$ cat src/rtl/spi_ram_arbiter_pkg.sv
// spi_ram_arbiter_pkg
//   Shared types and constants for the SPI RAM arbiter:
//   FSM state enum, granted-port id enum, SPI RAM command bytes.
package spi_ram_arbiter_pkg;

  typedef enum logic [1:0] {
    IDLE,
    SETUP,
    SHIFT,
    DONE
  } state_e;

  typedef enum logic {
    PORT_FETCH,
    PORT_DATA
  } port_e;

  localparam logic [7:0] CMD_READ  = 8'h03;
  localparam logic [7:0] CMD_WRITE = 8'h02;

endpackage

$ cat src/rtl/spi_ram_arbiter_shifter.sv
// spi_shifter
//   Frame shift register, bit counter and bit phase for one SPI RAM transaction.
//   A frame is {cmd[7:0], addr, data}, sent MSB first, two clk cycles per bit.
// Ports:
//   clk, rst_n  system clock, async active-low reset
//   load        capture cmd/addr/wdata and restart counter and phase
//   en          advance the shifter (FSM is in SHIFT)
//   cmd, addr, wdata   frame contents captured on load
//   miso        serial input, sampled at the end of phase 1
//   mosi        current outgoing bit (frame MSB)
//   phase       0 = drive bit, spi_clk low; 1 = spi_clk high, sample
//   last        final phase-1 cycle of the frame
//   rx_word     received data word including the bit sampled this cycle
module spi_shifter #(
  parameter int unsigned ADDR_W = 16,
  parameter int unsigned DATA_W = 16
) (
  input  logic              clk,
  input  logic              rst_n,
  input  logic              load,
  input  logic              en,
  input  logic [7:0]        cmd,
  input  logic [ADDR_W-1:0] addr,
  input  logic [DATA_W-1:0] wdata,
  input  logic              miso,
  output logic              mosi,
  output logic              phase,
  output logic              last,
  output logic [DATA_W-1:0] rx_word
);

  localparam int unsigned FRAME_W = 8 + ADDR_W + DATA_W;
  localparam int unsigned CNT_W   = $clog2(FRAME_W);
  localparam logic [CNT_W-1:0] CNT_LAST = CNT_W'(FRAME_W - 1);

  logic [FRAME_W-1:0] sreg_q, sreg_d;
  logic [CNT_W-1:0]   cnt_q, cnt_d;
  logic               phase_q, phase_d;

  always_comb begin
    sreg_d  = sreg_q;
    cnt_d   = cnt_q;
    phase_d = phase_q;
    if (load) begin
      sreg_d  = {cmd, addr, wdata};
      cnt_d   = '0;
      phase_d = 1'b0;
    end else if (en) begin
      if (!phase_q) begin
        phase_d = 1'b1;
      end else begin
        phase_d = 1'b0;
        // Received bits fill from the LSB; the read word ends up in the low DATA_W bits.
        sreg_d  = {sreg_q[FRAME_W-2:0], miso};
        // Saturate at the terminal count instead of wrapping.
        if (cnt_q != CNT_LAST) begin
          cnt_d = cnt_q + CNT_W'(1);
        end
      end
    end
  end

  always_ff @(posedge clk or negedge rst_n) begin
    if (!rst_n) begin
      sreg_q  <= '0;
      cnt_q   <= '0;
      phase_q <= 1'b0;
    end else begin
      sreg_q  <= sreg_d;
      cnt_q   <= cnt_d;
      phase_q <= phase_d;
    end
  end

  assign mosi    = sreg_q[FRAME_W-1];
  assign phase   = phase_q;
  assign last    = en && phase_q && (cnt_q == CNT_LAST);
  assign rx_word = {sreg_q[DATA_W-2:0], miso};

endmodule

$ cat src/rtl/spi_ram_arbiter.sv
// spi_ram_arbiter
//   Arbitrates an instruction-fetch read port and a load/store port onto a
//   single mode-0 SPI RAM. FSM: IDLE -> SETUP -> SHIFT -> DONE -> IDLE.
//   Default arbitration is fixed priority (data over fetch). Defining the
//   macro SPI_ARB_RR_EN selects round-robin arbitration on collisions.
// Ports:
//   clk, rst_n                          system clock, async active-low reset
//   fetch_req/addr -> fetch_ack/rdata   fetch read port (level req, 1-cycle ack)
//   data_req/we/addr/wdata -> data_ack/rdata   load/store port
//   spi_select (active low), spi_clk, spi_mosi, spi_miso   SPI RAM pins
//   busy                                high whenever the FSM is not IDLE
module spi_ram_arbiter #(
  parameter int unsigned ADDR_W = 16,
  parameter int unsigned DATA_W = 16
) (
  input  logic              clk,
  input  logic              rst_n,
  input  logic              fetch_req,
  input  logic [ADDR_W-1:0] fetch_addr,
  output logic              fetch_ack,
  output logic [DATA_W-1:0] fetch_rdata,
  input  logic              data_req,
  input  logic              data_we,
  input  logic [ADDR_W-1:0] data_addr,
  input  logic [DATA_W-1:0] data_wdata,
  output logic              data_ack,
  output logic [DATA_W-1:0] data_rdata,
  output logic              spi_select,
  output logic              spi_clk,
  output logic              spi_mosi,
  input  logic              spi_miso,
  output logic              busy
);

  import spi_ram_arbiter_pkg::*;

  state_e            state_q, state_d;
  port_e             port_q, port_d;
  logic              we_q, we_d;
  logic [DATA_W-1:0] fetch_rdata_q, fetch_rdata_d;
  logic [DATA_W-1:0] data_rdata_q, data_rdata_d;

  logic              grant;
  logic              pick_data;
  logic [7:0]        ld_cmd;
  logic [ADDR_W-1:0] ld_addr;
  logic [DATA_W-1:0] ld_wdata;
  logic              sh_mosi;
  logic              sh_phase;
  logic              sh_last;
  logic [DATA_W-1:0] sh_rx_word;

`ifdef SPI_ARB_RR_EN
  // prio_q names the port that wins the next collision.
  port_e prio_q, prio_d;

  assign pick_data = data_req && (!fetch_req || (prio_q == PORT_DATA));

  always_comb begin
    prio_d = prio_q;
    if (grant) begin
      prio_d = pick_data ? PORT_FETCH : PORT_DATA;
    end
  end

  always_ff @(posedge clk or negedge rst_n) begin
    if (!rst_n) begin
      prio_q <= PORT_FETCH;
    end else begin
      prio_q <= prio_d;
    end
  end
`else
  assign pick_data = data_req;
`endif

  // Frame contents are captured by the shifter at grant, isolating the
  // transaction from later port changes.
  assign ld_cmd   = (pick_data && data_we) ? CMD_WRITE : CMD_READ;
  assign ld_addr  = pick_data ? data_addr : fetch_addr;
  assign ld_wdata = (pick_data && data_we) ? data_wdata : '0;

  always_comb begin
    state_d       = state_q;
    port_d        = port_q;
    we_d          = we_q;
    fetch_rdata_d = fetch_rdata_q;
    data_rdata_d  = data_rdata_q;
    grant         = 1'b0;
    case (state_q)
      IDLE: begin
        if (fetch_req || data_req) begin
          grant   = 1'b1;
          state_d = SETUP;
          port_d  = pick_data ? PORT_DATA : PORT_FETCH;
          we_d    = pick_data && data_we;
        end
      end
      SETUP: state_d = SHIFT;
      SHIFT: begin
        if (sh_last) begin
          state_d = DONE;
          if (!we_q) begin
            if (port_q == PORT_DATA) begin
              data_rdata_d = sh_rx_word;
            end else begin
              fetch_rdata_d = sh_rx_word;
            end
          end
        end
      end
      DONE:    state_d = IDLE;
      default: state_d = IDLE;
    endcase
  end

  always_ff @(posedge clk or negedge rst_n) begin
    if (!rst_n) begin
      state_q       <= IDLE;
      port_q        <= PORT_FETCH;
      we_q          <= 1'b0;
      fetch_rdata_q <= '0;
      data_rdata_q  <= '0;
    end else begin
      state_q       <= state_d;
      port_q        <= port_d;
      we_q          <= we_d;
      fetch_rdata_q <= fetch_rdata_d;
      data_rdata_q  <= data_rdata_d;
    end
  end

  spi_shifter #(
    .ADDR_W (ADDR_W),
    .DATA_W (DATA_W)
  ) u_shifter (
    .clk     (clk),
    .rst_n   (rst_n),
    .load    (grant),
    .en      (state_q == SHIFT),
    .cmd     (ld_cmd),
    .addr    (ld_addr),
    .wdata   (ld_wdata),
    .miso    (spi_miso),
    .mosi    (sh_mosi),
    .phase   (sh_phase),
    .last    (sh_last),
    .rx_word (sh_rx_word)
  );

  // Pin outputs decode directly from state so reset forces them immediately.
  assign spi_select  = !((state_q == SETUP) || (state_q == SHIFT));
  assign spi_clk     = (state_q == SHIFT) && sh_phase;
  assign spi_mosi    = (state_q == SHIFT) && sh_mosi;
  assign busy        = (state_q != IDLE);
  assign fetch_ack   = (state_q == DONE) && (port_q == PORT_FETCH);
  assign data_ack    = (state_q == DONE) && (port_q == PORT_DATA);
  assign fetch_rdata = fetch_rdata_q;
  assign data_rdata  = data_rdata_q;

endmodule

$ cat config.mk
export PLATFORM = sky130hd
export DESIGN_NAME = spi_ram_arbiter
export DESIGN_NICKNAME = d
export VERILOG_FILES = /design/src/rtl/spi_ram_arbiter_pkg.sv /design/src/rtl/spi_ram_arbiter_shifter.sv /design/src/rtl/spi_ram_arbiter.sv
export SDC_FILE = /design/constraint.sdc
export NUM_CORES = 1
export LEC_CHECK = 0
export CAP_MARGIN = 20
export CORE_ASPECT_RATIO = 0.5
export CORE_MARGIN = 1.5
export CORE_UTILIZATION = 40
export DETAILED_ROUTE_END_ITERATION = 8
export GPL_TIMING_DRIVEN = 0
export PLACE_DENSITY = 0.74
export SLEW_MARGIN = 20
export SYNTH_ARGS = -nofsm -noshare
export SYNTH_HDL_FRONTEND = slang
export SYNTH_SLANG_ARGS = --single-unit
$ cat constraint.sdc
create_clock -name clk -period 2.73 [get_ports clk]
set_clock_uncertainty 0.05 [all_clocks]
set_input_delay 0.546 -clock clk [delete_from_list [all_inputs] [get_ports clk]]
set_output_delay 0.546 -clock clk [all_outputs]
set_load 0.02 [all_outputs]
==> metrics.cfg <==
[min_path]
hold_path.class = input pin to async pin

[route]
detail-route-antenna-nets = 0
drc = 3
wl_met2_um = 4450
top_layer_used = met4
vias_per_cell = 5.27
drtIter0Drc = 170
wl_met1_um = 4030

[grt]
grt_pass1_wl_um = 15000
grt_max_degree = 57
gr-total-overflow = 0
grt.busiest_layer = met2
grt_pass1_vias = 3083
grt_antenna_before_repair = 0
grt_util_met2 = 0.322
grt.total_usage = 0.195

[worst_setup_path]
r2r_cells = 7
crit_type = flip-flop to output pin
r2r_slack_ns = 0.42
crit_end = spi_mosi
path_depth = 4
cp.buffers_inverters = 2
cp_slowest_stage_delay_ns = 0.59
critical_path.max_fanout = 6
rr_endpoint = data_rdata[14]$_DFFE_PN0P_
cp-startpoint = state_q[0]$_DFFE_PN0P_
crit_family = buffers and inverters
critPathArrivalTime_ns = 1.87
worstReg2RegStart = state_q[0]$_DFFE_PN0P_

[synthesis]
top_logic_kind = simple AND/OR/NAND/NOR gates
top_area_frac = 0.555
ys_top_cells_by_area = dfrtp_1, nand2_1, mux2_2, mux2_4, a21oi_1
ys_sh_adder = 0.0167
syn_area_um2 = 3740
edf_count = 0
synth_async_sr_flop_share = 1.00
synthAoiAreaFrac = 0.128
yosysChipArea_um2 = 3740
syn_area_per_cell_um2 = 10.4
syn_inst = 359
yosys_cells = 359

[status]
status = finished with violations
violations = design-rule violations

[timing]
fin_setup_tns_ns = 0
hold_violations = 0
hold_ws_ns = 0.0739
setup_ws_ns = 0.267
fin_crit_sh = 0.902
relSlewSlack = 0.580

[floorplanning]
core_util_floorplan = 0.421
die_w_um = 140
rows = 24
die_area_um2 = 9990
boundaryPins = 92

[clock_network]
ctsResizeCount = 4
cts_max_path_buffers = 2
cts_tree = built
cts_sinks = 83
path_clk_slew_ns = 0.06
post_cts_buffers = 0

[final_layout]
final_area_um2 = 5100
fin_nets = 519
lay_top_count = clkdlybuf4s50_1
fin_util = 0.574
top_register = u_shifter.sreg_q
fin_cells = 581
lay_top_cells = clkdlybuf4s50_1, dfrtp_1, nand2_1

[power_and_ir_drop]
irDropWorstVdd_mv = 0.384
power.density_nw_per_um2 = 858
p_leak_nw = 2.27
total_power_w = 0.00438

[job]
drv_cap = 0
warning_count = 29

[placement]
portBuffers = 90
dpl_cell_area_um2 = 4820

-- report_power, final --
| group | switching (W) | internal (W) |
|---|---|---|
| combinational | 0.000826 | 0.000577 |
| sequential | 0.000255 | 0.00158 |
| clock | 0.000481 | 0.000664 |
| total | 0.00156 | 0.00282 |
-- layout make-up --
| class | count | area [um2] | area share |
|---|---|---|---|
| Timing Repair Buffer | 91 | 928 | 0.182 |
| Buffer | 21 | 98.8 | 0.0194 |
| Clock inverter | 3 | 22.5 | 0.00441 |
| Tap cell | 117 | 146 | 0.0287 |
| Clock buffer | 12 | 256 | 0.0502 |
| Multi-Input combinational cell | 248 | 1550 | 0.303 |
| Inverter | 6 | 27.5 | 0.00539 |
| Sequential cell | 83 | 2080 | 0.407 |
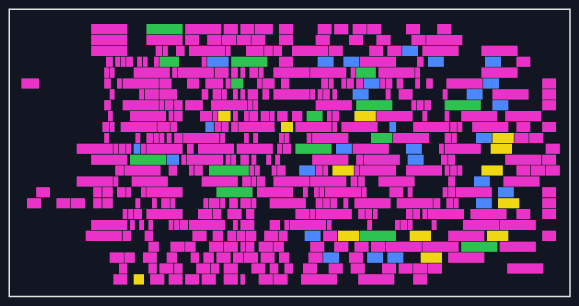
Figure 1: cells by drive strength.
Scale: 4 px per um.
drive 3 to 4: drawn in yellow, cells 13, share 2.8%. drive 1 or less: drawn in magenta, cells 409, share 88%. drive 2: drawn in blue, cells 27, share 5.8%. drive 6 and up: drawn in green, cells 15, share 3.2%.

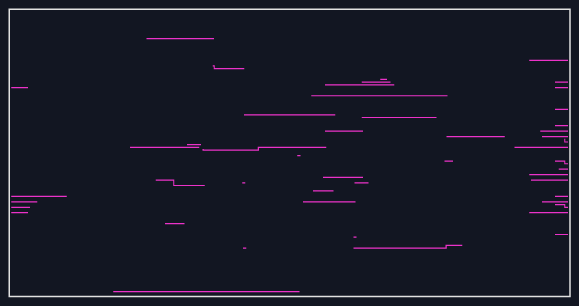
Figure 2: met3 routing.
Scale: 4 px per um.
The wires run mostly horizontal. The longest straight run is 46.2 um. The layer carries 455 um of wire. The layer holds 5.0% of the routed length.

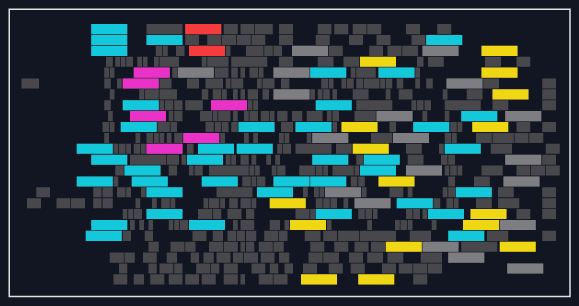
Figure 3: where the registers sit.
Scale: 4 px per um. Other sequential cells in the stronger grey, the rest of the logic in the fainter grey.
`data_rdata`: drawn in yellow, flops 16. `u_shifter.cnt_q`: drawn in magenta, flops 6. `state_q`: drawn in red, flops 2. `u_shifter.sreg_q`: drawn in cyan, flops 40.
Register Area: 2080 um2
seq pwr: 0.00183 W

Power and IR drop assume default switching activity.
